**Run 1: cells by drive strength**

The bar under the picture is 20 um long.
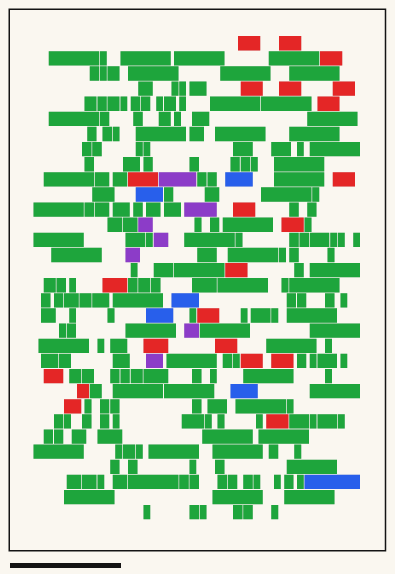
**Run 1: selected gate families**

The bar under the picture is 20 um long.
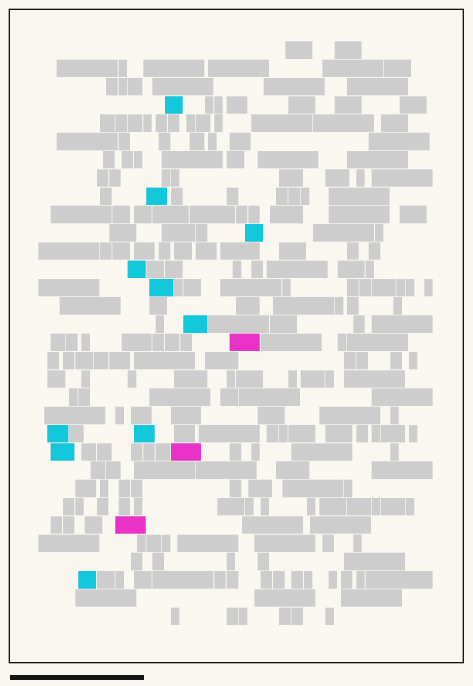
**Run 1: register map, names as in the netlist**

The bar under the picture is 20 um long.
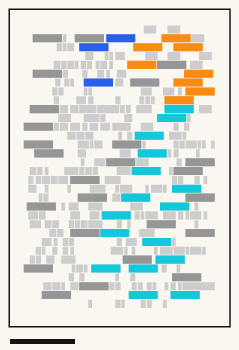
==> config.mk <==
export PLATFORM = sky130hd
export DESIGN_NAME = spi_weight_fetch
export DESIGN_NICKNAME = d
export VERILOG_FILES = /design/src/rtl/spi_weight_fetch.sv
export SDC_FILE = /design/constraint.sdc
export NUM_CORES = 1
export LEC_CHECK = 0
export CAP_MARGIN = 20
export CORE_ASPECT_RATIO = 1.5
export CORE_MARGIN = 4
export CORE_UTILIZATION = 50
export CTS_BUF_LIST = sky130_fd_sc_hd__clkbuf_8
export DETAILED_ROUTE_END_ITERATION = 10
export DONT_BUFFER_PORTS = 1
export PLACE_DENSITY_LB_ADDON = 0.05
export SKIP_LAST_GASP = 1
export SYNTH_ARGS = -nofsm -noshare
export SYNTH_HDL_FRONTEND = slang
export SYNTH_SLANG_ARGS = --single-unit
export TNS_END_PERCENT = 50
==> constraint.sdc <==
create_clock -name clk -period 3 [get_ports clk]
set_input_delay 0.6 -clock clk [delete_from_list [all_inputs] [get_ports clk]]
set_output_delay 0.6 -clock clk [all_outputs]
set_load 0.1 [all_outputs]
==> flow_summary.yaml, run 1 <==
# flow metrics
sta:
  unrepaired_setup_endpoints_after_global_routing: "no"
  period_used_pct: 72.75
  worst_slew_pin_slew_ps: 931.0
  fmaxAchievable_mhz: 458.2
  timing.final.hold_violations: 0
  setup-tns-final_ps: 0
  clock_skew_ps: 3.644
  number_of_max_slew_violations_in_the_final_report: 0
  period_minus_slack_ps: 2182
  worst_slew_margin_rel_pct: 37.93
  setup_viol: 0
  hold_ws_ps: 144.0
detailed_routing:
  drt_pass1_iterations: 4
  drt-vias-per-instance: 5.577
  vias: 1846
  wire_length_per_cell_after_detailed_routing_um: 16.27
  remaining_drc_errors: 0
  routed_wirelength_um: 5386
  drt-initial-drc-count: 71
  final_antenna_net_count: 0
layout:
  non_clock_buffer_count: 4
  layout.nets: 302
  flow.area_growth_from_synthesis_pct: 5.295
  design.seq.count: 52
  clock_cell_area_share_pct: 3.188
  nFillCells: 507
  inv_count: 25
  logic_gate_count: 174
  highest_count_cells_in_the_layout_ignoring_fill_and_taps: "52 x dfrtp_1, 31 x o21ai_0, 26 x inv_1"
  lay_top_count: "dfrtp_1"
  largest_cell_class_by_area: "registers"
  insertedDiodeCount: 0
  drive_above_1_share_pct: 13.31
  max_reg_flops: 16
  layout.clock_buffers: 5
  signal_buffer_area_fraction_pct: 1.796
  final-comb-area_um2: 1167
grt:
  via_count_of_the_first_global_routing_pass: 1916
  grt_start_max_net_pins: 53
  global_route.usage.total_pct: 17.91
  grt.overflow.total: 0
  antenna_found_initial: 0
  grt_pass1_wl_um: 9087
synth:
  ys_sh_aoi_pct: 15.89
  postSynthRegisterBits: 52
  netlist-cell-type-count: 54
  mux_area_share_pct: 10.64
  ys.flop_type: "dfrtp_1"
  netlist_top_cells_area: "dfrtp_1 49%, mux2_2 6.8%, o21ai_0 5.9%"
  synth-xor-area-share_pct: 0
  netlist_instances: 267
  synth_chip_area_um2: 2646
  syn_avg_cell_area_um2: 9.911
  dominant_combinational_family: "simple AND/OR/NAND/NOR gates"
  edf_count: 0
  count_of_instantiated_cells_in_the_yosys_netlist: 267
  yosysSeqAreaShare_pct: 49.17
  synth_adder_area_share_pct: 1.418
  top_cell: "dfrtp_1"
  synth_top_cell_by_area: "dfrtp_1"
  synthDominantCellAreaShare_pct: 49.17
  synth_async_sr_flop_share_pct: 100.0
  syn_area_um2: 2646
  ys_sh_simple_pct: 16.03
  yosys_synthesis_warning_count: 0
  ys_top_cells_by_count: "52 x dfrtp_1, 31 x o21ai_0, 25 x inv_1, 23 x nand2_1, 16 x mux2_2"
  fp_nets: 307
placement:
  detailed_place.area_um2: 2670
  detailedPlace.worstSlack_ps: 832.3
  placedCellCount: 322
  gp_routability_congestion: 0.8055
  port_buffers: 0
  place_hpwl_um: 3893
floorplan:
  fp.dieArea_um2: 6545
  io-pin-count: 58
  fp-row-count: 32
  design.core.area_um2: 5125
  core_util_floorplan_pct: 51.64
  tap_cells: 68
  die.size.y_um: 97.10
  floorplan_die_width_um: 67.40
critical_path:
  critPathCaptureType: "flip-flop"
  crit_chain: "nor3b_4 > a21oi_1 > a21oi_4 > mux2_2"
  cp_slowest_cell: "dfrtp_1"
  worst_setup_sp_type: "flip-flop"
  crit_fanout: 20
  ff2ff_setup_slack_ps: 820
  worst_ep_required_ps: 3190
  max_stage_delay_ps: 670
  worstRegToRegCells: 4
  critical_path_depth: 4
  crit_buf_inv: 0
  worstSetupPathType: "reg2reg"
  signal_arrival_time_at_the_worst_endpoint_ps: 2370
  timing.critical_path.max_delay_family: "flip-flops"
cts:
  clock_insertion_delay_worst_skew_ps: 300
  cts_tree: "yes"
  cts_made_buffers: 5
  cts_resizes: 0
  cts.repair_timing.setup_buffer_count: 0
  clock_sink_count: 52
  htree_num_levels: 2
  cts.hold.buffers_added: 1
  clk_transition_reported_paths_ps: 90
  cts.path.max_buffers: 2
  ctsRootBufferMaster: "clkbuf_8"
run:
  tool_warnings: 27
  drv_cap: 0
outcome:
  status: "finished clean"
min_path:
  hold_path_class: "in2async"
About 'cells by drive strength':
green -> drive 1 or less  # cells 228, share 87%, most used dfrtp_1
red -> drive 2  # cells 22, share 8.4%, most used mux2_2
blue -> drive 6 and up  # cells 6, share 2.3%, most used clkbuf_8
purple -> drive 3 to 4  # cells 7, share 2.7%, most used buf_4
post-route design area: 2786 um2
setup slack after layout: 817.5 ps

About 'selected gate families':
cyan -> AND-OR and OR-AND gates  # cells 10
magenta -> adder and majority cells  # cells 3
final std cells w/o fill: 331
share of the final layout cell area in multi-input gates: 41.89%

About 'register map, names as in the netlist':
blue -> kind_q  # placed flops 3
cyan -> addr_q  # placed flops 16
orange -> wt_data  # placed flops 8, where upper right
Final Util: 54.37%
register area: 1301 um2
Seq area share: 46.70%

[run 1: routing by layer]
metal  up-vias  part of all wire [%]  track usage (%)  routed length (um)
met4         0                   1.4            5.156                  73
met5         -                     0                0                   0
li1        918                     -                -                   -
met1       881                    42            22.72                2262
met3         6                   5.1            3.704                 272
met2        41                    52            30.08                2777
**Run 1: placement by cell class**

The bar under the picture is 20 um long.
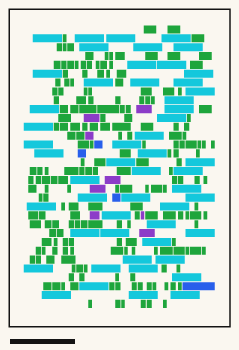

==> run 2, diff against run 1 <==
==> constraint.sdc (replaced) <==
create_clock -name clk -period 1.8 [get_ports clk]
set_input_delay 0.36 -clock clk [delete_from_list [all_inputs] [get_ports clk]]
set_output_delay 0.36 -clock clk [all_outputs]
set_load 0.1 [all_outputs]
**Run 2: placement by cell class**

The bar under the picture is 20 um long.
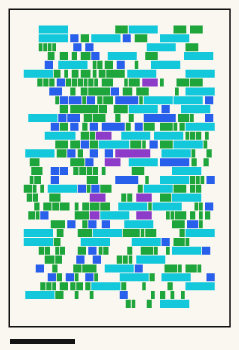
purple -> clock drivers and dummy loads  # cells 8, share of their area 3.7%
green -> all other logic  # cells 199, share of their area 40%
blue -> other buffers and delay cells  # cells 57, share of their area 16%
cyan -> flip-flops  # cells 52, share of their area 40%
Std-Cell Rows: 32
Final Util: 64.92%
post-route design area: 3327 um2

**Run 2: selected gate families**

The bar under the picture is 20 um long.
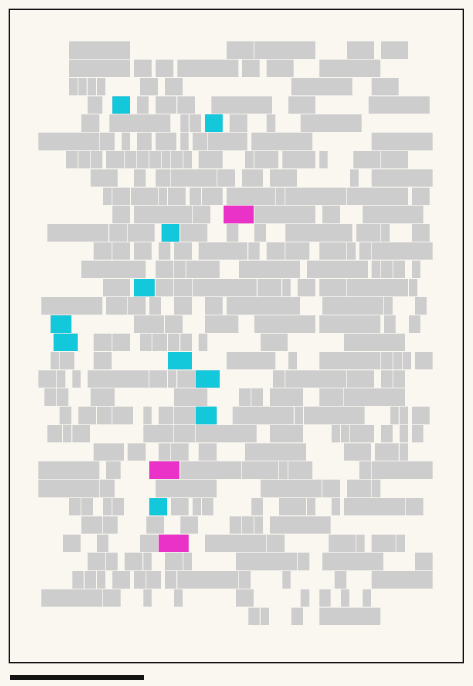
magenta -> adder and majority cells  # cells 3
cyan -> AND-OR and OR-AND gates  # cells 10
most frequent logic cell in the layout: dfrtp_1
final std cells w/o fill: 384
share of the final layout cell area in multi-input gates: 36.25%

==> run 2 against run 1 <==
Compared with the run above:
- synthesized area is the same
- clock skew rose by 2.9 ps
- synthesized cell count stayed put
- critical endpoint is now addr_q[11]$_DFFE_PN0P_
- maximum frequency up 24%
- routed wire length is 11% higher
==> flow_summary.yaml, run 2 <==
# flow metrics
sta:
  hold_ws_ps: 198.4
  number_of_max_slew_violations_in_the_final_report: 0
  setup_viol: 0
  worst_slew_margin_rel_pct: 39.55
  period_used_pct: 97.90
  clock_skew_ps: 6.506
  worst_slew_pin_slew_ps: 906.8
  timing.final.hold_violations: 0
  unrepaired_setup_endpoints_after_global_routing: "yes"
  fmaxAchievable_mhz: 567.4
floorplan:
  design.core.area_um2: 5125
  tap_cells: 68
  fp.dieArea_um2: 6545
  floorplan_die_width_um: 67.40
  io-pin-count: 58
  die.size.y_um: 97.10
detailed_routing:
  wl_met3_um: 265
  drt-vias-per-instance: 5.388
  met2RoutedLength_um: 3276
  remaining_drc_errors: 0
  drt_pass1_iterations: 4
  met1_length_um: 2395
  wire_length_per_cell_after_detailed_routing_um: 15.57
  vias: 2069
  routed.top_layer: "met4"
  routed_wirelength_um: 5978
  final_antenna_net_count: 0
grt:
  gr_util_met3_pct: 3.819
  grt_pass1_wl_um: 9673
  global_route.peak_usage_layer: "met2"
  grt.overflow.total: 0
  grt_util_met1_pct: 24.05
  global_route.usage.total_pct: 19.02
  use_met2_pct: 32.20
  via_count_of_the_first_global_routing_pass: 2073
  antenna_found_initial: 0
  grt_start_max_net_pins: 53
synth:
  netlist_top_cells_area: "dfrtp_1 49%, mux2_2 6.8%, o21ai_0 5.9%"
  postSynthRegisterBits: 52
  netlist-cell-type-count: 54
  yosysSeqAreaShare_pct: 49.17
  edf_count: 0
  synth_chip_area_um2: 2646
  ys_top_cells_by_count: "52 x dfrtp_1, 31 x o21ai_0, 25 x inv_1, 23 x nand2_1, 16 x mux2_2"
  yosys_synthesis_warning_count: 0
  synth_async_sr_flop_share_pct: 100.0
  netlist_instances: 267
  ys.flop_type: "dfrtp_1"
  syn_avg_cell_area_um2: 9.911
  top_cell: "dfrtp_1"
  count_of_instantiated_cells_in_the_yosys_netlist: 267
  syn_area_um2: 2646
  synth_top_cell_by_area: "dfrtp_1"
  fp_nets: 307
  synthDominantCellAreaShare_pct: 49.17
layout:
  flow.area_growth_from_synthesis_pct: 25.72
  logic_gate_count: 174
  insertedDiodeCount: 0
  layout.nets: 355
  largest_cell_class_by_area: "registers"
  design.seq.count: 52
  drive_above_1_share_pct: 30.70
  nFillCells: 438
  non_clock_buffer_count: 57
  signal_buffer_area_fraction_pct: 15.53
  highest_count_cells_in_the_layout_ignoring_fill_and_taps: "50 x dfrtp_1, 48 x buf_4, 31 x o21ai_0"
  clock_cell_area_share_pct: 3.648
  max_reg_flops: 16
  layout.clock_buffers: 6
  inv_count: 25
cts:
  cts_made_buffers: 5
  clk_transition_reported_paths_ps: 90
  ctsRootBufferMaster: "clkbuf_8"
  clock_insertion_delay_worst_skew_ps: 300
  cts_resizes: 1
  clock_sink_count: 52
  cts.hold.buffers_added: 2
  cts.repair_timing.setup_buffer_count: 0
  cts_tree: "yes"
  htree_num_levels: 2
outcome:
  status: "finished clean"
run:
  drv_cap: 0
  tool_warnings: 29
critical_path:
  worst_ep_required_ps: 1990
  critical_path_depth: 5
  critPathCaptureType: "flip-flop"
  ff2ff_setup_slack_ps: 40
  timing.critical_path.max_delay_family: "simple AND/OR/NAND/NOR gates"
  crit_fanout: 16
  worstSetupPathType: "reg2reg"
  worst_setup_sp_type: "flip-flop"
  worstRegToRegCells: 5
  crit_buf_inv: 1
  crit_chain: "or3b_1 > a21o_1 > a21oi_4 > buf_12 > mux2_2"
  cp_slowest_cell: "or3b_1"
  max_stage_delay_ps: 400
min_path:
  hold_path_class: "in2reg"
placement:
  gp_routability_congestion: 0.7749
  port_buffers: 0
**Run 2: register map, names as in the netlist**

The bar under the picture is 20 um long.
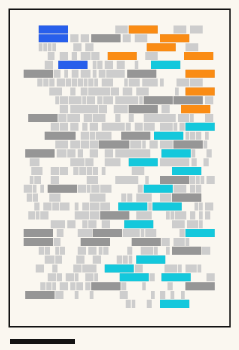
blue -> kind_q  # placed flops 3
cyan -> addr_q  # placed flops 16
orange -> wt_data  # placed flops 8, where upper right
Seq area share: 39.19%
register area: 1304 um2

-- run 2: logic make-up after synthesis --
kind of cell    after synthesis  synth area share [%]
flops                        52                 49.17
compound gates               68                 15.89
simple gates                 76                 16.03
buf+inv                      41                 6.714
fa+ha+maj                     3                 1.419
other cells                   1                0.1417
mux                          26                 10.64
-- run 2: per-stage QoR --
stage / TNS (ps) / std cells / setup WS, ps / utilization (%) / cell area [um2]
global route: -324.7 / 384 / -42.21 / 64.92 / 3327
global placement: -190.1 / 368 / -24.55 / 59.64 / 3057
CTS: -563.6 / 378 / -71.81 / 62.84 / 3221
finish: 0 / 384 / 37.71 / 64.92 / 3327
floorplan: 0 / 267 / 9.354 / - / 2650
detailed placement: -1004 / 368 / -107.4 / 59.64 / 3057
